**src/rtl/note_sequencer.sv**
```systemverilog
// Song sequencer: walks a song ROM and hands {note, duration} pairs to note_player.
// Optional build macro NOTE_SEQ_LOOP_EN makes the song repeat instead of stopping in DONE.
module note_sequencer #(
  parameter int SONG_W = 2,
  parameter int ADDR_W = 5
) (
  input  logic                     clk,
  input  logic                     reset,
  input  logic                     play_enable,
  input  logic                     new_song,
  input  logic [SONG_W-1:0]        song_sel,
  output logic [SONG_W+ADDR_W-1:0] rom_addr,
  input  logic [11:0]              rom_data,
  output logic [5:0]               note_to_load,
  output logic [5:0]               duration_to_load,
  output logic                     load_new_note,
  input  logic                     done_with_note,
  output logic                     song_done
);

  // state   | meaning
  // IDLE    | after reset, waiting for play_enable
  // FETCH   | rom_addr presented, ROM registering the entry
  // WAIT    | rom_data valid, captured; end marker checked
  // LOAD    | load_new_note pulse to note_player
  // PLAYING | note sounding, waiting for done_with_note
  // DONE    | song finished, only new_song leaves
  typedef enum logic [2:0] {IDLE, FETCH, WAIT, LOAD, PLAYING, DONE} state_t;

  localparam logic [ADDR_W-1:0] LAST_INDEX = '1;

  state_t              state, state_next;
  logic [SONG_W-1:0]   song;
  logic [ADDR_W-1:0]   index;
  logic                capture;
  logic                index_inc;
  logic                end_hit;

  assign rom_addr = {song, index};

  always_ff @(posedge clk or negedge reset) begin
    if (!reset) state <= IDLE;
    else        state <= state_next;
  end

  always_comb begin
    state_next    = state;
    capture       = 1'b0;
    index_inc     = 1'b0;
    end_hit       = 1'b0;
    load_new_note = 1'b0;
    if (new_song) begin
      state_next = FETCH;
    end else begin
      case (state)
        IDLE:    if (play_enable) state_next = FETCH;
        FETCH:   if (play_enable) state_next = WAIT;
        WAIT: begin
          if (play_enable) begin
            capture = 1'b1;
            if (rom_data[5:0] != 6'd0) state_next = LOAD;
            else                       end_hit    = 1'b1;
          end
        end
        LOAD: begin
          if (play_enable) begin
            load_new_note = 1'b1;
            state_next    = PLAYING;
          end
        end
        PLAYING: begin
          // PLAYING advances even when paused; the stall happens in FETCH.
          if (done_with_note) begin
            if (index == LAST_INDEX) begin
              end_hit = 1'b1;
            end else begin
              index_inc  = 1'b1;
              state_next = FETCH;
            end
          end
        end
        DONE:    state_next = DONE;
        default: state_next = IDLE;
      endcase
`ifdef NOTE_SEQ_LOOP_EN
      if (end_hit) state_next = FETCH;
`else
      if (end_hit) state_next = DONE;
`endif
    end
  end

  always_ff @(posedge clk or negedge reset) begin
    if (!reset) begin
      song             <= '0;
      index            <= '0;
      note_to_load     <= '0;
      duration_to_load <= '0;
      song_done        <= 1'b0;
    end else if (new_song) begin
      song      <= song_sel;
      index     <= '0;
      song_done <= 1'b0;
    end else begin
      if (capture) begin
        note_to_load     <= rom_data[11:6];
        duration_to_load <= rom_data[5:0];
      end
      if (index_inc) index <= index + 1'b1;
`ifdef NOTE_SEQ_LOOP_EN
      if (end_hit) index <= '0;
      song_done <= end_hit;
`else
      if (end_hit) song_done <= 1'b1;
`endif
    end
  end

endmodule

```
**config.mk**
```make
export PLATFORM = sky130hd
export DESIGN_NAME = note_sequencer
export DESIGN_NICKNAME = d
export VERILOG_FILES = /design/src/rtl/note_sequencer.sv
export SDC_FILE = /design/constraint.sdc
export NUM_CORES = 1
export LEC_CHECK = 0
export CAP_MARGIN = 5
export CORE_MARGIN = 2
export CORE_UTILIZATION = 44
export DETAILED_ROUTE_END_ITERATION = 10
export PLACE_DENSITY_LB_ADDON = 0.2
export SLEW_MARGIN = 0
export SYNTH_ARGS = -nofsm -noshare
export SYNTH_HDL_FRONTEND = slang
export SYNTH_SLANG_ARGS = --single-unit
export TNS_END_PERCENT = 100
```
**constraint.sdc**
```tcl
create_clock -name clk -period 2.15 [get_ports clk]
set_input_delay 0.3225 -clock clk [delete_from_list [all_inputs] [get_ports clk]]
set_output_delay 0.3225 -clock clk [all_outputs]
set_load 0.05 [all_outputs]
```
### Clock routing, run 1

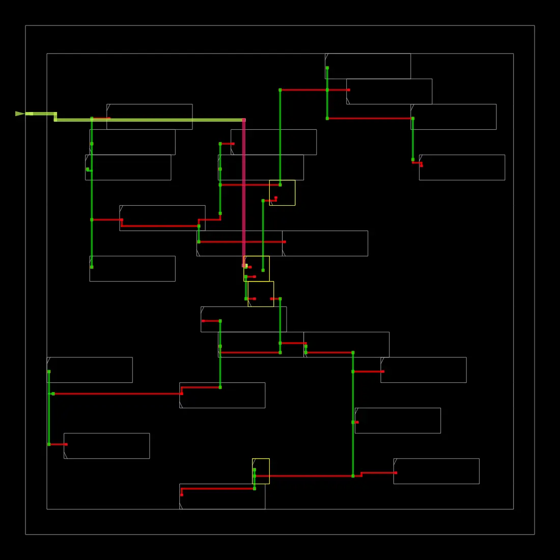
P_clk: 0.196 mW
Clock Skew: 0.00200 ns
Late-Pin Clk Latency: 0.30 ns

### Placed cells, one color a class, run 1

Bar = 20 microns.
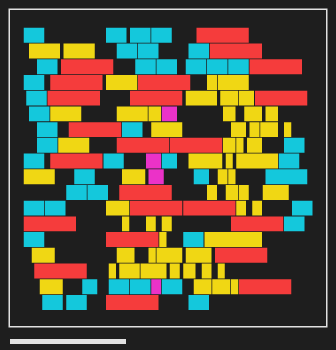
class	color	cells	share of their area
flops	red	23	37%
clock drivers and dummy loads	magenta	4	1.8%
other buffers and delay cells	cyan	42	27%
combinational and other logic	yellow	58	34%

### Clock wires, drivers and flops, run 1

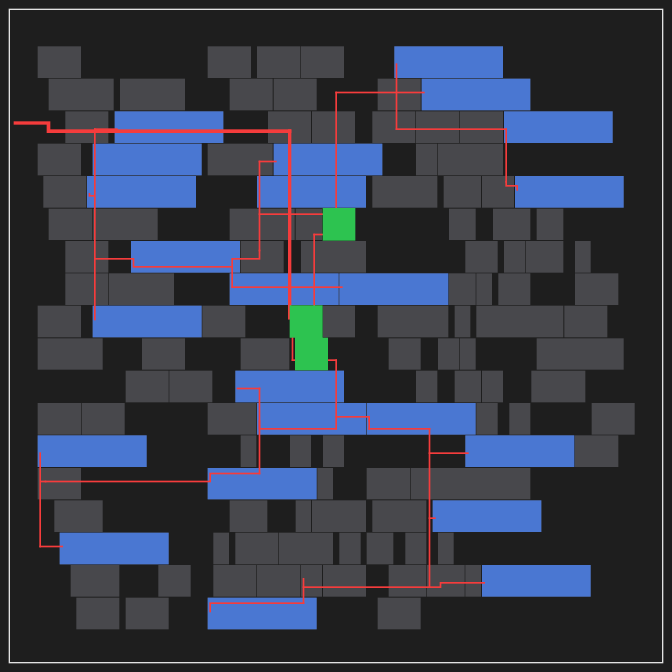
[clock wires] red | length: 256 microns
[clock drivers] green | count: 3
[flip-flops] blue | count: 23
routed clock nets	4

==> run notes, run 1 <==
Flow results are below.

- The share of layout cells above drive strength 1 is 0.213, for reference.
- For this run, the leading register cell type out of synthesis is sky130_fd_sc_hd__dfrtp_1.
- The layout-stage area growth over the synthesis result is 40.4%, for reference.
- Setup repair after global routing left no endpoint under its margin.
- The via count normalized by instance count is roughly 5.2, for reference.
- The count of buffers from port buffering is 39, for reference.
- Hold timing on the final database bottoms out at a slack of about 0.35 ns.
- The first-pass GRT wire length is about 3.5 mm, for reference.
- CTS saw 23 sinks.
- The critical path's largest stage delay is a little over 0.5 ns, for reference.
- After clock tree synthesis, the repair step resized 0 gates.
- The count of state elements after synthesis is 23, for reference.
- The number of clock buffers added by TritonCTS is 3.
- The worst reg-to-reg path cell count is 7, for reference.
- Of all cell types, the one taking the most synthesized area is sky130_fd_sc_hd__dfrtp_1.
- The critical path data required time is roughly 1.8 ns, for reference.
- The final setup violation count is 0, for reference.
- The number of unique standard cell types used by synthesis is 31, for reference.
- By count the netlist is led by 23 x sky130_fd_sc_hd__dfrtp_1, 10 x sky130_fd_sc_hd__mux2_4, 6 x sky130_fd_sc_hd__a21oi_1, 6 x sky130_fd_sc_hd__nor2_1.
- The part of the cycle the worst path needs is 0.892, for reference.
- The final layout contains 149 nets.
- The total tool warning count is 26, for reference.
- The maximum VDD drop is 0.999 mV, for reference.
- Summed over all failing endpoints, the final setup total negative slack is 0 ns.
- The estimated wirelength of the detail-placed design is 1.63 mm, for reference.
- The count of fill cells added during filler insertion is 190, for reference.
- The maximum achievable frequency is approximately 520 MHz, for reference.
- The library cell contributing the largest single delay on the critical path is sky130_fd_sc_hd__dfrtp_1, for reference.
- The maximum fanout encountered on the critical timing path is 8, for reference.
- The number of H-tree levels is 1, for reference.
- The overall via count from detail_route is about 800, for reference.
- The final antenna diode tally reported by the flow is 0.
- The via count of the first global-routing pass came to around 800.
- The transition time recorded at the tightest slew-check pin is 0.511 ns.
- The report lists the cells along the critical path as nand3b_4 -> nor3b_1 -> buf_12.
- The run finished with clean final reports.
- The average instance in the mapped netlist occupies roughly 13 sq um.
- TritonCTS built the clock tree.
- In this run the deepest clock path goes through 2 buffers.
- According to the floorplan report, the total die area is roughly 0.003 sq mm.
- The post-cts hold buffer count is 0, for reference.
- In the post-route report, total wirelength is listed as 2.18 mm.
- Per the post-route antenna check, the number of violating nets is 0.
-- run 1: cells by family (layout without fill, tap and decap cells) --
group,count (synthesis),in the layout,share of synthesized area
mux,15,15,0.181
buf+inv,4,46,0.0276
simple gates,27,27,0.177
xor+xnor,4,4,0.0310
fa+ha+maj,2,2,0.0221
flops,23,23,0.509
compound gates,10,10,0.0520
-- run 1: state kept, by name (all words and copies together) (netlist names) --
| register | count |
|---|---|
| duration_to_load | 6 |
| note_to_load | 6 |
| song_done | 1 |
| song | 2 |
| index | 5 |
| state | 3 |
-- run 1: layout by cell type (no fill, tap or decap), types with 2 or more instances in the layout --
master / count
sky130_fd_sc_hd__clkdlybuf4s50_1: 38
sky130_fd_sc_hd__dfrtp_1: 23
sky130_fd_sc_hd__mux2_4: 10
sky130_fd_sc_hd__nor2_1: 6
sky130_fd_sc_hd__a21oi_1: 6
sky130_fd_sc_hd__mux2_2: 4
sky130_fd_sc_hd__nand2_1: 4
sky130_fd_sc_hd__nor3_1: 3
sky130_fd_sc_hd__xnor2_1: 3
sky130_fd_sc_hd__clkbuf_4: 3
sky130_fd_sc_hd__buf_4: 3
sky130_fd_sc_hd__nor2b_1: 2
sky130_fd_sc_hd__ha_1: 2
-- run 1: metal layers --
metal / GRT usage / part of all wire
met5: 0 / 0
met4: 0.0500 / 0.0069
met3: 0.0410 / 0.057
met2: 0.258 / 0.48
met1: 0.219 / 0.46
-- run 1: how the worst max path moves through the flow --
stage                                    start  slack (ns)                          end
final                     state[2]$_DFFE_PN0P_        0.23                load_new_note
after global routing      state[2]$_DFFE_PN0P_        0.14                load_new_note
after CTS                 state[2]$_DFFE_PN0P_        0.23                load_new_note
after detailed placement           play_enable        0.28  note_to_load[0]$_DFFE_PN0P_
after global placement             play_enable        0.30                load_new_note
after floorplan           state[2]$_DFFE_PN0P_       0.006                load_new_note
-- run 1: metrics by stage --
| step | instances | total power, mW | setup slack (ns) | utilization |
|---|---|---|---|---|
| after floorplan | 85 | 1.02 | 0.00586 | - |
| after global placement | 153 | 1.24 | 0.298 | 0.636 |
| after detailed placement | 153 | 1.25 | 0.282 | 0.636 |
| after CTS | 157 | 1.45 | 0.227 | 0.647 |
| after global routing | 157 | 1.50 | 0.138 | 0.647 |
| final | 157 | 1.44 | 0.232 | 0.647 |
-- run 1: cell type report --
cell class / count / share of cell area
sequential: 23 / 0.362
multi-input combinational: 58 / 0.330
timing repair buffer: 42 / 0.266
tap: 30 / 0.0236
clock buffer: 3 / 0.0142
clock inverter: 1 / 0.00315
-- run 1: where the power goes --
part / leakage [nW] / switching [mW] / total (mW) / internal, mW
clock network: 0.0177 / 0.127 / 0.196 / 0.0693
registers: 0.302 / 0.0679 / 0.585 / 0.517
logic: 0.373 / 0.375 / 0.655 / 0.279
-- run 1: worst max-delay path: cells and delay by family, from the launching register on --
family | cells | cell delay, ns
flip-flops | 1 | 0.51
buffers and inverters | 1 | 0.19
AND/OR/NAND/NOR | 2 | 0.60
### Pin placement, run 1

Pins as bars across the die edge, other pins in gray.
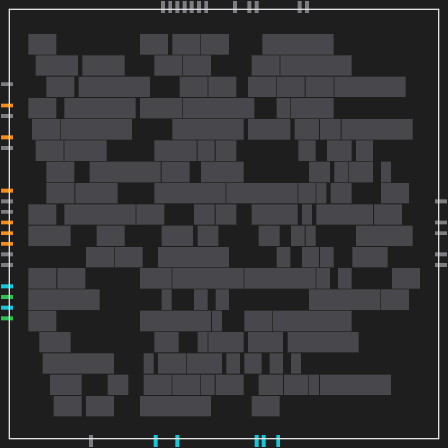

==> run 1 -> run 2 <==
Settings changed: CORE_UTILIZATION 44 to 25, DONT_BUFFER_PORTS from default to 1, TNS_END_PERCENT 100 to 5.
### Pin placement, run 2

Pins as bars across the die edge, other pins in gray.
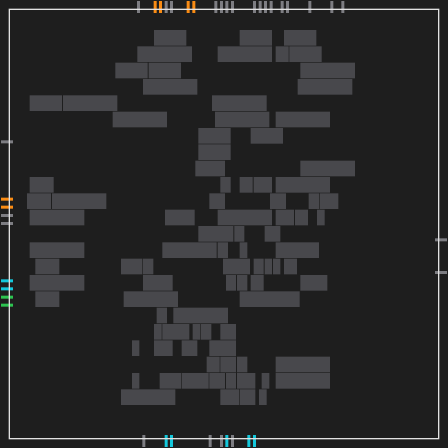
port	color	pins	direction	edge
rom_addr	cyan	7	output	5 south, 2 west
note_to_load	orange	6	output	4 north, 2 west
song_sel	green	2	input	west
all pins by edge	20 north, 9 south, 9 west, 2 east

==> run notes, run 2 <==
Flow results are below.

- The run finished with clean final reports.
- The most numerous logic cell after layout is sky130_fd_sc_hd__dfrtp_1, for reference.
- The via count normalized by instance count was 4.63 (-11%).
- The largest buffer count on any clock path is 2 (unchanged), for reference.
- The accumulated negative setup slack is 0 ns (unchanged), for reference.
- The minimum setup slack in the final design came to 0.400 ns (+0.168 ns).
- Clock-pin slew was measured on the worst setup and hold paths at approximately 0.08 ns.
- The post-cts hold buffer count is 1 (+1), for reference.
- The average size of a mapped cell was 13.3 sq um (unchanged).
- The routed wire length is 2.24 mm (+2.4%).
- Relative to the synthesized area, the layout overhead comes to 12.4%.
- The overall via count from detail_route is 667 (-18%), for reference.
- The number of H-tree levels is 1 (unchanged), for reference.
- By count the netlist is led by 23 x sky130_fd_sc_hd__dfrtp_1, 10 x sky130_fd_sc_hd__mux2_4, 6 x sky130_fd_sc_hd__a21oi_1, 6 x sky130_fd_sc_hd__nor2_1.
- The final setup violation count was 0 (unchanged).
- The maximum VDD drop is 0.479 mV (-52%), for reference.
- The critical path data required time is 2.31 ns (+0.48 ns), for reference.
- The total tool warning count is 26 (unchanged), for reference.
- The number of buffers created by CTS is 3 (unchanged), for reference.
- The final-stage net count is 114 (-23%), for reference.
- The share of layout cells above drive strength 1 is 0.326 (+0.113).
- The number of unique standard cell types used by synthesis was 31 (unchanged).
- The clock latency on the worst-skew pair is 0.26 ns (-0.04 ns), for reference.
- Setup repair after global routing left no endpoint under its margin.
- The count of buffers from port buffering came to 0 (-100%).
- TritonCTS built the clock tree.
- The setup slack at placement came to 0.409 ns (+0.127 ns).
- In the final layout, the registers with the most flip-flops are duration_to_load: 6 flops, note_to_load: 6 flops, index: 5 flops.
- The maximum achievable frequency was 572 MHz (+9.6%).
- The worst clock skew on the final layout was 0.000806 ns (-0.00120 ns).
- The count of state elements after synthesis is 23 (unchanged), for reference.
- The maximum fanout encountered on the critical timing path is 7 (-1), for reference.
- The estimated wirelength of the detail-placed design is 1.67 mm (+2.2%), for reference.
- The number of sinks driven by the clock tree is 23 (unchanged).
[run 2: cell counts after synthesis]
Identical to the previous run, type by type.
[run 2: cell families (layout without fill, tap and decap cells)]
family / after synthesis / after routing / synth area share
xor gates and xnor gates: 4 / 4 / 0.0310
DFF: 23 / 23 / 0.509
AOI/OAI and AO/OA: 10 / 10 / 0.0520
and+or+nand+nor: 27 / 27 / 0.177
buffers and inverters: 4 / 11 / 0.0276
muxes: 15 / 15 / 0.181
adders and majority gates: 2 / 2 / 0.0221
[run 2: final timing paths]
check / start / to / slack (ns) / cells after the start
setup / recovery: index[4]$_DFFE_PN0P_ / state[0]$_DFFE_PN0P_ / 0.40 / 5
hold / removal: new_song / index[1]$_DFFE_PN0P_ / 0.11 / 1
setup reg to reg: index[4]$_DFFE_PN0P_ / state[0]$_DFFE_PN0P_ / 0.40 / 5
hold reg to reg: state[2]$_DFFE_PN0P_ / state[1]$_DFFE_PN0P_ / 0.64 / 1
max in group asynchronous: reset / state[1]$_DFFE_PN0P_ / 0.81 / 1
min in group asynchronous: reset / song[0]$_DFFE_PN0P_ / 0.70 / 1
[run 2: report_power, final]
part / leakage, nW / total (mW) / internal, mW / switching (mW)
Sequential: 0.302 / 0.875 / 0.512 / 0.363
Clock: 0.0255 / 0.267 / 0.129 / 0.138
Combinational: 0.247 / 0.170 / 0.121 / 0.0494
Total: 0.574 / 1.31 / 0.762 / 0.550
[run 2: cell type report]
type,count,area (sq um)
multi-input cells,58,529
clock inverters,1,5.00
flip-flops and latches,23,576
well taps,52,65.1
clock buffers,3,41.3
fillers,426,3080
repair buffers,7,55.1
[run 2: through the flow]
step	instances	hold WS (ns)	utilization	power [mW]
2_1_floorplan	85	0.0269	-	1.02
3_3_place_gp	139	0.0275	0.279	1.04
3_5_place_dp	139	0.0274	0.279	1.05
4_1_cts	144	0.105	0.292	1.33
5_1_grt	144	0.0977	0.292	1.37
6_report	144	0.115	0.292	1.31
[run 2: layer usage]
layer | vias to the layer above | global-route usage | share of wire
met3 | 2 | 0.0295 | 0.057
met5 | - | 0 | 0
met4 | 0 | 0.0440 | 0.015
met2 | 17 | 0.139 | 0.50
met1 | 331 | 0.130 | 0.43
li1 | 317 | - | -
[run 2: critical path, cell delays in order (launching register included)]
cell	delay, ns
sky130_fd_sc_hd__dfrtp_1	0.67
sky130_fd_sc_hd__ha_1	0.38
sky130_fd_sc_hd__nor2b_1	0.10
sky130_fd_sc_hd__a211oi_1	0.23
sky130_fd_sc_hd__a221oi_1	0.07
sky130_fd_sc_hd__a21o_1	0.19
### Clock routing, run 2

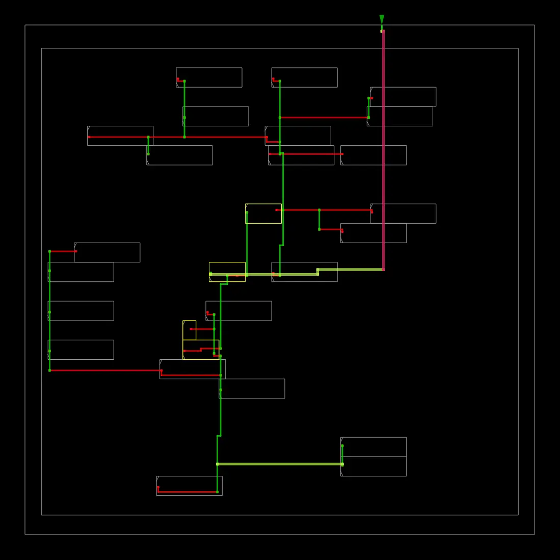

==> run 2 -> run 3 <==
Clock period 2.15 ns to 1.4 ns, I/O delays scaled along.
### Clock routing, run 3

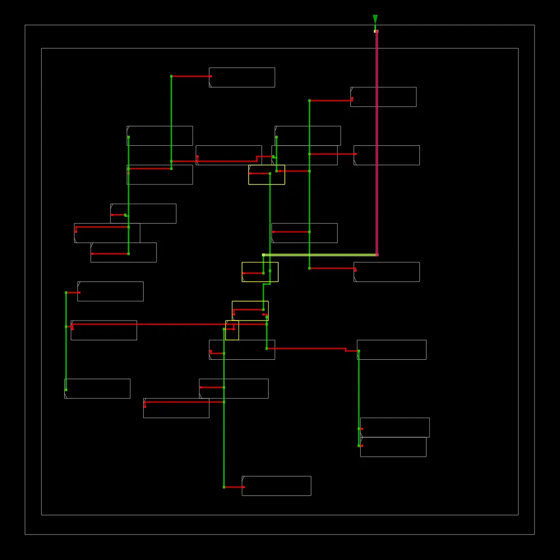
Clock Skew: 0.00269 ns
P_clk: 0.420 mW
number of clock buffers in the layout: 3

==> run notes, run 3 <==
Flow results are below.

- The post-route core utilization is 0.345 (+0.0526), for reference.
- The critical path's largest stage delay was 0.43 ns (-0.24 ns).
- The family of cells with the greatest summed delay on the critical path is flip-flops, for reference.
- The cell that appears most often on the critical path is sky130_fd_sc_hd__ha_4.
- The estimated wirelength of the detail-placed design is 1.80 mm (+8.0%).
- The maximum fanout encountered on the critical timing path was 6 (-1).
- The post-route total power came to 2.24 mW (+71%).
- The via count normalized by instance count is 4.63 (about the same), for reference.
- The final-stage net count is 135 (+18%).
- The checks that failed: setup timing.
- For reference, the critical path cell chain is ha_4 -> and3_4 -> ha_4 -> buf_4 -> a21oi_2 -> nand2_1 -> a21o_1.
- The routed wire length is 2.47 mm (+10%), for reference.
- Setup repair after global routing could not meet its margin everywhere.
- For reference, the final report shows the max-slew violation count at 0.
- The share of layout cells above drive strength 1 is 0.558 (+0.231), for reference.
- The final report gives the standard cell area, fillers excluded, as around 0.0015 sq mm.
- The layout-stage area growth over the synthesis result is 32.6%, for reference.
- For this run, design rule violations remaining after detail routing come to 0.
- The accumulated negative setup slack is -0.597 ns (-0.597 ns).
- The TritonCTS clock tree is done, for reference.
- The number of sinks driven by the clock tree is 23 (unchanged), for reference.
- The first global-routing pass estimated 4.15 mm of wire.
- After synthesis, the most frequently instantiated cells are 23 x sky130_fd_sc_hd__dfrtp_1, 10 x sky130_fd_sc_hd__mux2_4, 6 x sky130_fd_sc_hd__a21oi_1, 6 x sky130_fd_sc_hd__nor2_1.
- The critical path data required time is 1.56 ns (-0.75 ns).
- The minimum setup slack in the final design was -0.156 ns (-0.556 ns).
- The final setup violation count came to 9 (+9).
- The largest registers in the layout are duration_to_load: 6 flops, note_to_load: 6 flops, index: 5 flops.
- The average size of a mapped cell was 13.3 sq um (unchanged).
- The overall via count from detail_route is 764 (+15%), for reference.
- The clock latency on the worst-skew pair is 0.26 ns (about the same), for reference.
- The timing report shows that the slowest cell on the worst path is sky130_fd_sc_hd__dfrtp_2.
- The number of buffers created by CTS was 3 (unchanged).
- The most numerous logic cell after layout is sky130_fd_sc_hd__buf_4, for reference.
- The count of buffers from port buffering is 0 (unchanged), for reference.
- The total tool warning count came to 29 (+12%).
- The maximum achievable frequency came to 643 MHz (+12%).
- The number of unique standard cell types used by synthesis came to 31 (unchanged).
- The flow ran to the end, but the final reports show violations.
- The buffer and inverter count on the worst path came to 1 (+1).
- The number of H-tree levels is 1 (unchanged), for reference.
-- run 3: cell count changes in the layout (fill, tap and decap cells not counted), sizes merged --
cell | before | now
dlymetal6s4s | 0 | 1
buf | 6 | 26
-- run 3: path summary, 6_finish.rpt --
kind | cells past startpoint | startpoint | slack, ns | to
worst max-delay path | 7 | index[0]$_DFFE_PN0P_ | -0.16 | state[0]$_DFFE_PN0P_
worst min-delay path | 1 | rom_data[5] | 0.09 | duration_to_load[5]$_DFFE_PN0P_
worst max register to register | 7 | index[0]$_DFFE_PN0P_ | -0.16 | state[0]$_DFFE_PN0P_
worst min register to register | 1 | note_to_load[0]$_DFFE_PN0P_ | 0.52 | note_to_load[0]$_DFFE_PN0P_
max in group asynchronous | 1 | reset | 0.49 | index[1]$_DFFE_PN0P_
min in group asynchronous | 1 | reset | 0.20 | duration_to_load[5]$_DFFE_PN0P_
-- run 3: per-stage QoR --
stage	setup slack, ns	std cells	hold WS, ns
after global placement	-0.141	159	-0.0850
after floorplan	-0.281	85	-0.0856
after detailed placement	-0.194	159	-0.0851
after CTS	-0.158	165	0.0841
final	-0.156	165	0.0864
after global routing	-0.219	165	0.0759
-- run 3: repair_timing --
| item | 4_1_cts | 5_1_grt |
|---|---|---|
| pin swaps | 3 | 6 |
| hold buffers | 2 | 0 |
| hold endpoints to repair | 30 | 0 |
| endpoints found under the setup margin | 11 | 45 |
| gates resized | 6 | 5 |
-- run 3: kinds of logic after synthesis --
logic type      count (synthesis)  share of synthesized area
flops                          23                      0.509
buf+inv                         4                     0.0276
mux                            15                      0.181
fa+ha+maj                       2                     0.0221
xor+xnor                        4                     0.0310
simple gates                   27                      0.177
compound gates                 10                     0.0520
-- run 3: layout make-up --
class | count | area (sq um)
fill | 424 | 2850
multi-input combinational | 58 | 587
sequential | 23 | 581
timing repair buffer | 28 | 221
tap | 52 | 65.1
clock buffer | 3 | 41.3
clock inverter | 1 | 5.00
-- run 3: where the power goes --
part	leakage (nW)	switching, mW	total (mW)	internal (mW)
registers	0.296	0.0884	0.884	0.796
logic	0.365	0.580	0.935	0.355
clock network	0.0255	0.222	0.420	0.199
-- run 3: layer usage --
layer / global-route usage / vias to the layer above / part of all wire
met5: 0 / - / 0
met4: 0.0461 / 0 / 0.013
met3: 0.0225 / 2 / 0.045
met2: 0.173 / 17 / 0.52
met1: 0.126 / 387 / 0.42
li1: - / 358 / -

==> layout pictures side by side <==
Cell sizes after repair.
Bar = 20 microns.
shot_01.png
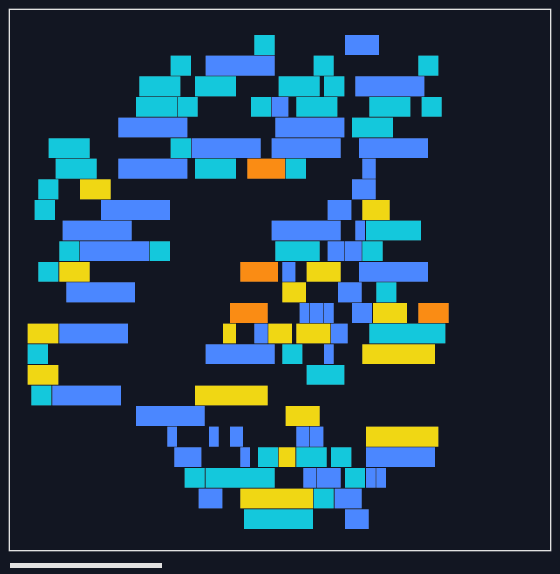
shot_02.png
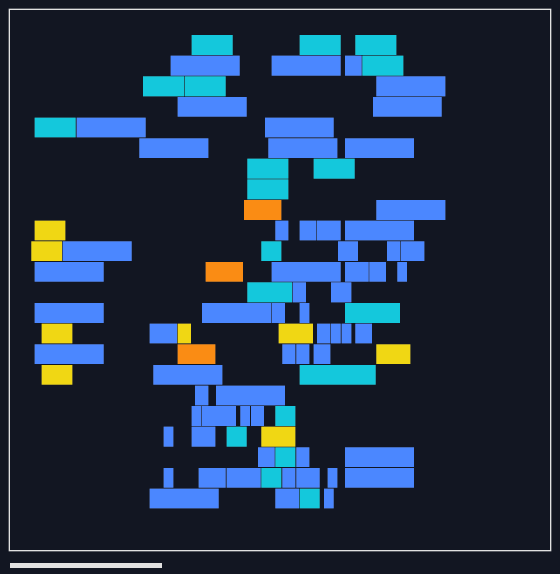
shot_03.png
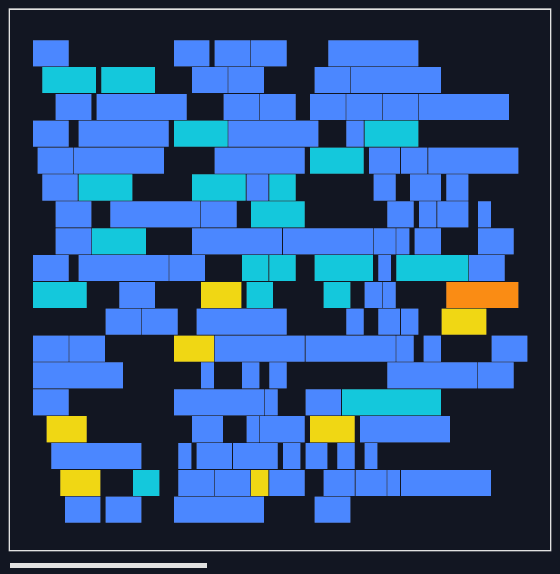
Run 1 is shot_03.png.
Run 2 is shot_02.png.
Run 3 is shot_01.png.

Key to shot_02.png:
size	color	cells	share	most used
_0 and _1 cells	blue	62	67%	dfrtp_1
_2 cells	yellow	8	8.7%	mux2_2
_6 and larger	orange	3	3.3%	clkbuf_8
_3 and _4 cells	cyan	19	21%	mux2_4

Power and IR drop assume default switching activity.
